===== config.mk =====
export PLATFORM = sky130hd
export DESIGN_NAME = pacman_sprite_reader
export DESIGN_NICKNAME = d
export VERILOG_FILES = /design/src/rtl/pacman_sprite_reader.sv
export SDC_FILE = /design/constraint.sdc
export NUM_CORES = 1
export LEC_CHECK = 0
export ABC_AREA = 1
export CELL_PAD_IN_SITES_DETAIL_PLACEMENT = 0
export CELL_PAD_IN_SITES_GLOBAL_PLACEMENT = 1
export CORE_AREA = 4 4 94 96
export CTS_CLUSTER_DIAMETER = 80
export DETAILED_ROUTE_END_ITERATION = 12
export DIE_AREA = 0 0 98 100
export PLACE_DENSITY = 0.86
export SYNTH_ARGS = -nofsm -noshare
export SYNTH_HDL_FRONTEND = slang
export SYNTH_SLANG_ARGS = --single-unit
export TNS_END_PERCENT = 20

===== constraint.sdc =====
create_clock -name clock -period 2.5 [get_ports clock]
set_input_delay 0.5 -clock clock [delete_from_list [all_inputs] [get_ports clock]]
set_output_delay 0.5 -clock clock [all_outputs]
set_load 0.02 [all_outputs]

===== src/rtl/pacman_sprite_reader.sv =====
// pacman_sprite_reader
// Read-side client of the twelve 16x16 pacman sprite ROMs. Turns the scan
// position into a ROM address, runs the mouth-animation sequencer, and
// produces a pixel-on flag aligned to the ROM's one-clock read latency.
//
// There is no valid/ready handshake on this block: draw_x/draw_y are taken
// every cycle and pix_on for the position presented in cycle N is valid in
// cycle N+1. Sprite position, direction and animation state only change on
// frame_tick, so a frame is never drawn with mixed state.
module pacman_sprite_reader #(
  parameter int          ANIM_DIV = 4,
  parameter logic [9:0]  PAC_X0   = 10'd312,
  parameter logic [9:0]  PAC_Y0   = 10'd232
) (
  input  logic        clock,
  input  logic        reset,
  input  logic        frame_tick,
  input  logic [1:0]  dir,
  input  logic        moving,
  input  logic        freeze,
  input  logic [9:0]  pac_x,
  input  logic [9:0]  pac_y,
  input  logic [9:0]  draw_x,
  input  logic [9:0]  draw_y,
  output logic [7:0]  rom_addr,
  input  logic [11:0] rom_q,
  output logic        pix_on,
  output logic [1:0]  frame_num
);

  localparam logic [7:0] DIV_LAST = 8'(ANIM_DIV - 1);

  // Per-frame latched sprite state
  logic [9:0] pos_x;
  logic [9:0] pos_y;
  logic [1:0] dir_l;

  // Animation sequencer state
  logic [7:0] div_cnt;
  logic [1:0] phase;
  logic [7:0] div_next;
  logic [1:0] phase_next;

  // Hit test and address generation
  logic [10:0] dx_wide;
  logic [10:0] dy_wide;
  logic        hit;
  logic [9:0]  dx;
  logic [9:0]  dy;

  // Selection pipeline aligned to ROM latency
  logic       hit_d;
  logic [3:0] sel_d;
  logic [3:0] sel_now;

  // Mouth sequence 1,2,3,2 indexed by phase
  function automatic logic [1:0] phase_to_frame(input logic [1:0] p);
    case (p)
      2'd0:    phase_to_frame = 2'd1;
      2'd1:    phase_to_frame = 2'd2;
      2'd2:    phase_to_frame = 2'd3;
      default: phase_to_frame = 2'd2;
    endcase
  endfunction

  // Latch sprite position and facing once per frame
  always_ff @(posedge clock) begin
    if (reset) begin
      pos_x <= PAC_X0;
      pos_y <= PAC_Y0;
      dir_l <= 2'b00;
    end else if (frame_tick) begin
      pos_x <= pac_x;
      pos_y <= pac_y;
      dir_l <= dir;
    end
  end

  // Next animation divider/phase: only a moving, unfrozen frame advances
  always_comb begin
    div_next   = div_cnt;
    phase_next = phase;
    if (frame_tick && moving && !freeze) begin
      if (div_cnt == DIV_LAST) begin
        div_next   = 8'd0;
        phase_next = phase + 2'd1;
      end else begin
        div_next = div_cnt + 8'd1;
      end
    end
  end

  // Animation state and registered frame number
  always_ff @(posedge clock) begin
    if (reset) begin
      div_cnt   <= 8'd0;
      phase     <= 2'd0;
      frame_num <= 2'd1;
    end else begin
      div_cnt   <= div_next;
      phase     <= phase_next;
      frame_num <= phase_to_frame(phase_next);
    end
  end

  // Hit test in 11 bits so a sprite near the right/bottom edge cannot wrap
  always_comb begin
    dx_wide  = {1'b0, pos_x} + 11'd16;
    dy_wide  = {1'b0, pos_y} + 11'd16;
    hit      = ({1'b0, draw_x} >= {1'b0, pos_x}) && ({1'b0, draw_x} < dx_wide) &&
               ({1'b0, draw_y} >= {1'b0, pos_y}) && ({1'b0, draw_y} < dy_wide);
    dx       = draw_x - pos_x;
    dy       = draw_y - pos_y;
    rom_addr = hit ? {dy[3:0], dx[3:0]} : 8'd0;
  end

  // ROM index for the current facing and mouth frame (0..11)
  always_comb begin
    sel_now = ({2'b00, dir_l} * 4'd3) + {2'b00, frame_num} - 4'd1;
  end

  // One-stage pipeline matching the ROM read latency
  always_ff @(posedge clock) begin
    if (reset) begin
      hit_d <= 1'b0;
      sel_d <= 4'd0;
    end else begin
      hit_d <= hit;
      sel_d <= sel_now;
    end
  end

  // Pick the selected ROM bit for the delayed hit
  always_comb begin
    pix_on = hit_d & rom_q[sel_d];
  end

endmodule


**Sequential cells grouped by signal name**

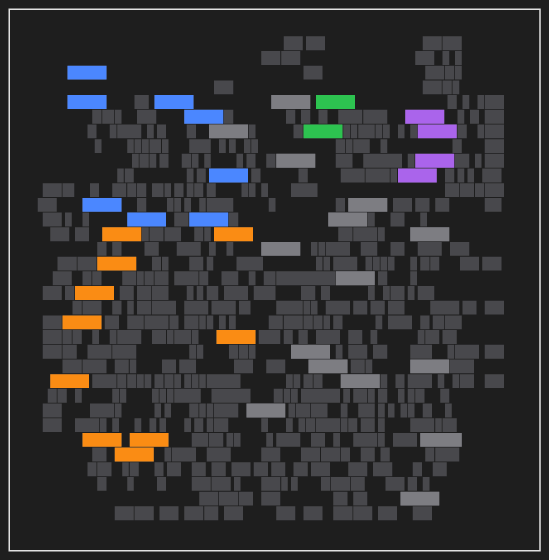
[purple] sel_d | placed flops: 4 | where: north-east
[orange] pos_y | placed flops: 10
[green] dir_l | placed flops: 2
[blue] div_cnt | placed flops: 8
not colored: 15
flop share of the area: 19.3%
total area of sequential cells: 782 µm²

**Logic cells by family**

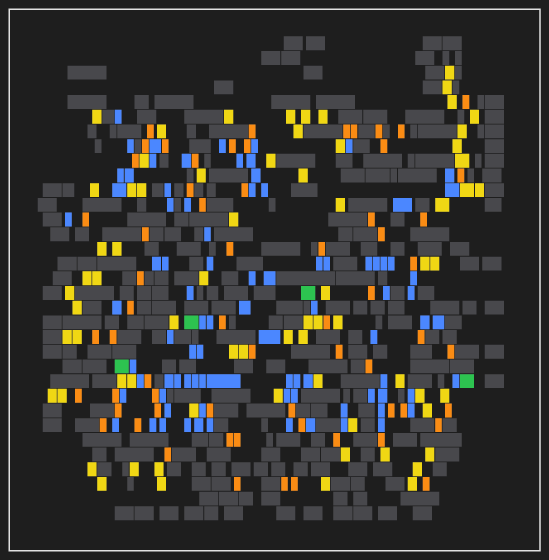
[green] non-inverting ao/oa cells | cells: 4
[blue] nand cells | cells: 86 | most used: nand2_1
[orange] inv cells | cells: 62 | most used: inv_1
[yellow] aoi and oai cells | cells: 70 | most used: a21oi_1 | where: widely spread
most common logic cell in the routed design: sky130_fd_sc_hd__nand2_1
post-layout instance count excluding filler cells: 605
proportion of cell area occupied by multi-input gates: 44.7%

**Clock distribution**

Bar = 20 µm.
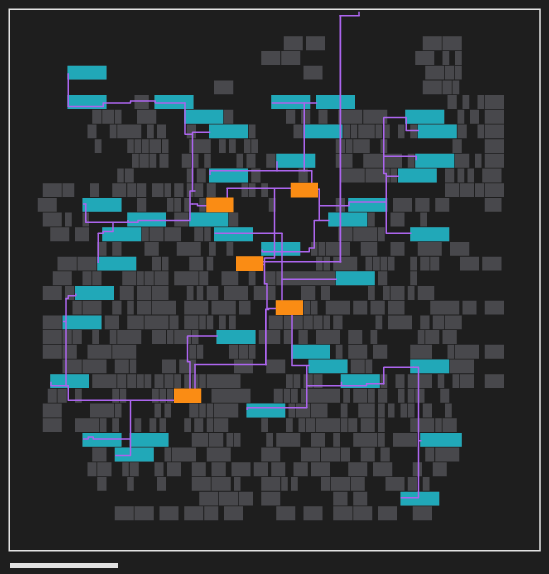
[orange] clock-net drivers | count: 5
[cyan] flip-flops | count: 39
[purple] clock wires | length: 591 µm
flops lie: widely spread
routed clock nets: 6
largest clock skew in the final design: 0.00736 ns
Clk. pwr: 0.000542 W
worst skew pair latency: 0.30 ns
clock share of power: 29.8%

==> run notes <==
- sky130_fd_sc_hd__clkbuf_8 — Clock Root Buffer
- 25.9% — Simple-Gate Fraction of Synth Area
- 52 — initial drt markers
- 0 — number of antenna violations at the first check in global routing
- 0 — number of antenna-violating nets in the routed design
- 596 — Post-Place Cells
- 9 — highest net fanout along the worst path
- -0.373 ns — setup ws final
- 1810 µm² — combinational cell area excluding buffers and inverters
- 6920 µm — total wirelength of the detailed-routed design
- yes — setup repair after global routing missed its margin
- register — crit start category
- rom_addr[4] — Worst Setup EP
- negative setup slack — failing checks
- 0.472 ns — Final Hold Slack
- -2.79 ns — Setup TNS Final
- 0 — max cap viols
- finished with violations — run status
- pos_y[3]$_SDFFE_PP1P_ — hold wc startpoint
- 69 — IO buf count
- 8 — setup violators final
- 18.6% — grt met1 use
- 389 — Mapped Cells
- sky130_fd_sc_hd__dfxtp_1 — Most used DFF post-synth
**Sizing map**

Bar = 20 µm.
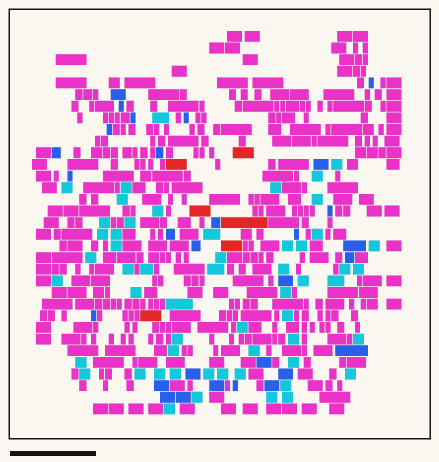
[magenta] x1 and smaller | cells: 410 | share: 82%
[blue] x2 | cells: 29 | share: 5.8%
[red] x6 and larger | cells: 6 | share: 1.2%
[cyan] x3 and x4 | cells: 55 | share: 11%
synth-to-layout area growth: 41.9%
final instance area: 4050 µm²

**The clock network**

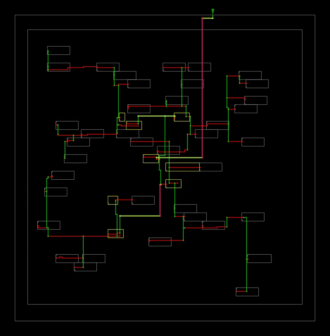
Flop Count: 39
final-layout clock buffer total: 5
clock buffers created by TritonCTS: 5
total number of clock tree sinks: 39

placed cells by master, fill, tap and decap left out, drive strengths merged:
cell type	instances
nand2	68
o211ai	2
nor3b	2
a21boi	1
ha	39
fa	3
dfxtp	39
nor3	20
a21oi	35
nand3	15
o21a	2
nor2	40
or2	1
o21ai	32
nand3b	2
xnor2	6
dlygate4sd2	1
nand4	1
and3	1
clkinv	2
xor2	9
clkbuf	5
bufinv	1
inv	62
a21o	2
buf	49
clkdlybuf4s50	60
per-layer routing:
layer  part of all wire (%)  vias to the layer above
met5                      0                        -
met4                    1.2                        0
met3                    3.5                        6
met2                     49                       50
met1                     46                     1225
li1                       -                     1481
registers in the layout (all words and copies together) (netlist names):
register and cells:
phase 2, pos_y 10, hit_d 1, pos_x 10
frame_num 2, div_cnt 8, sel_d 4, dir_l 2
No activity file was given, so power comes from the tool's default toggle rates.
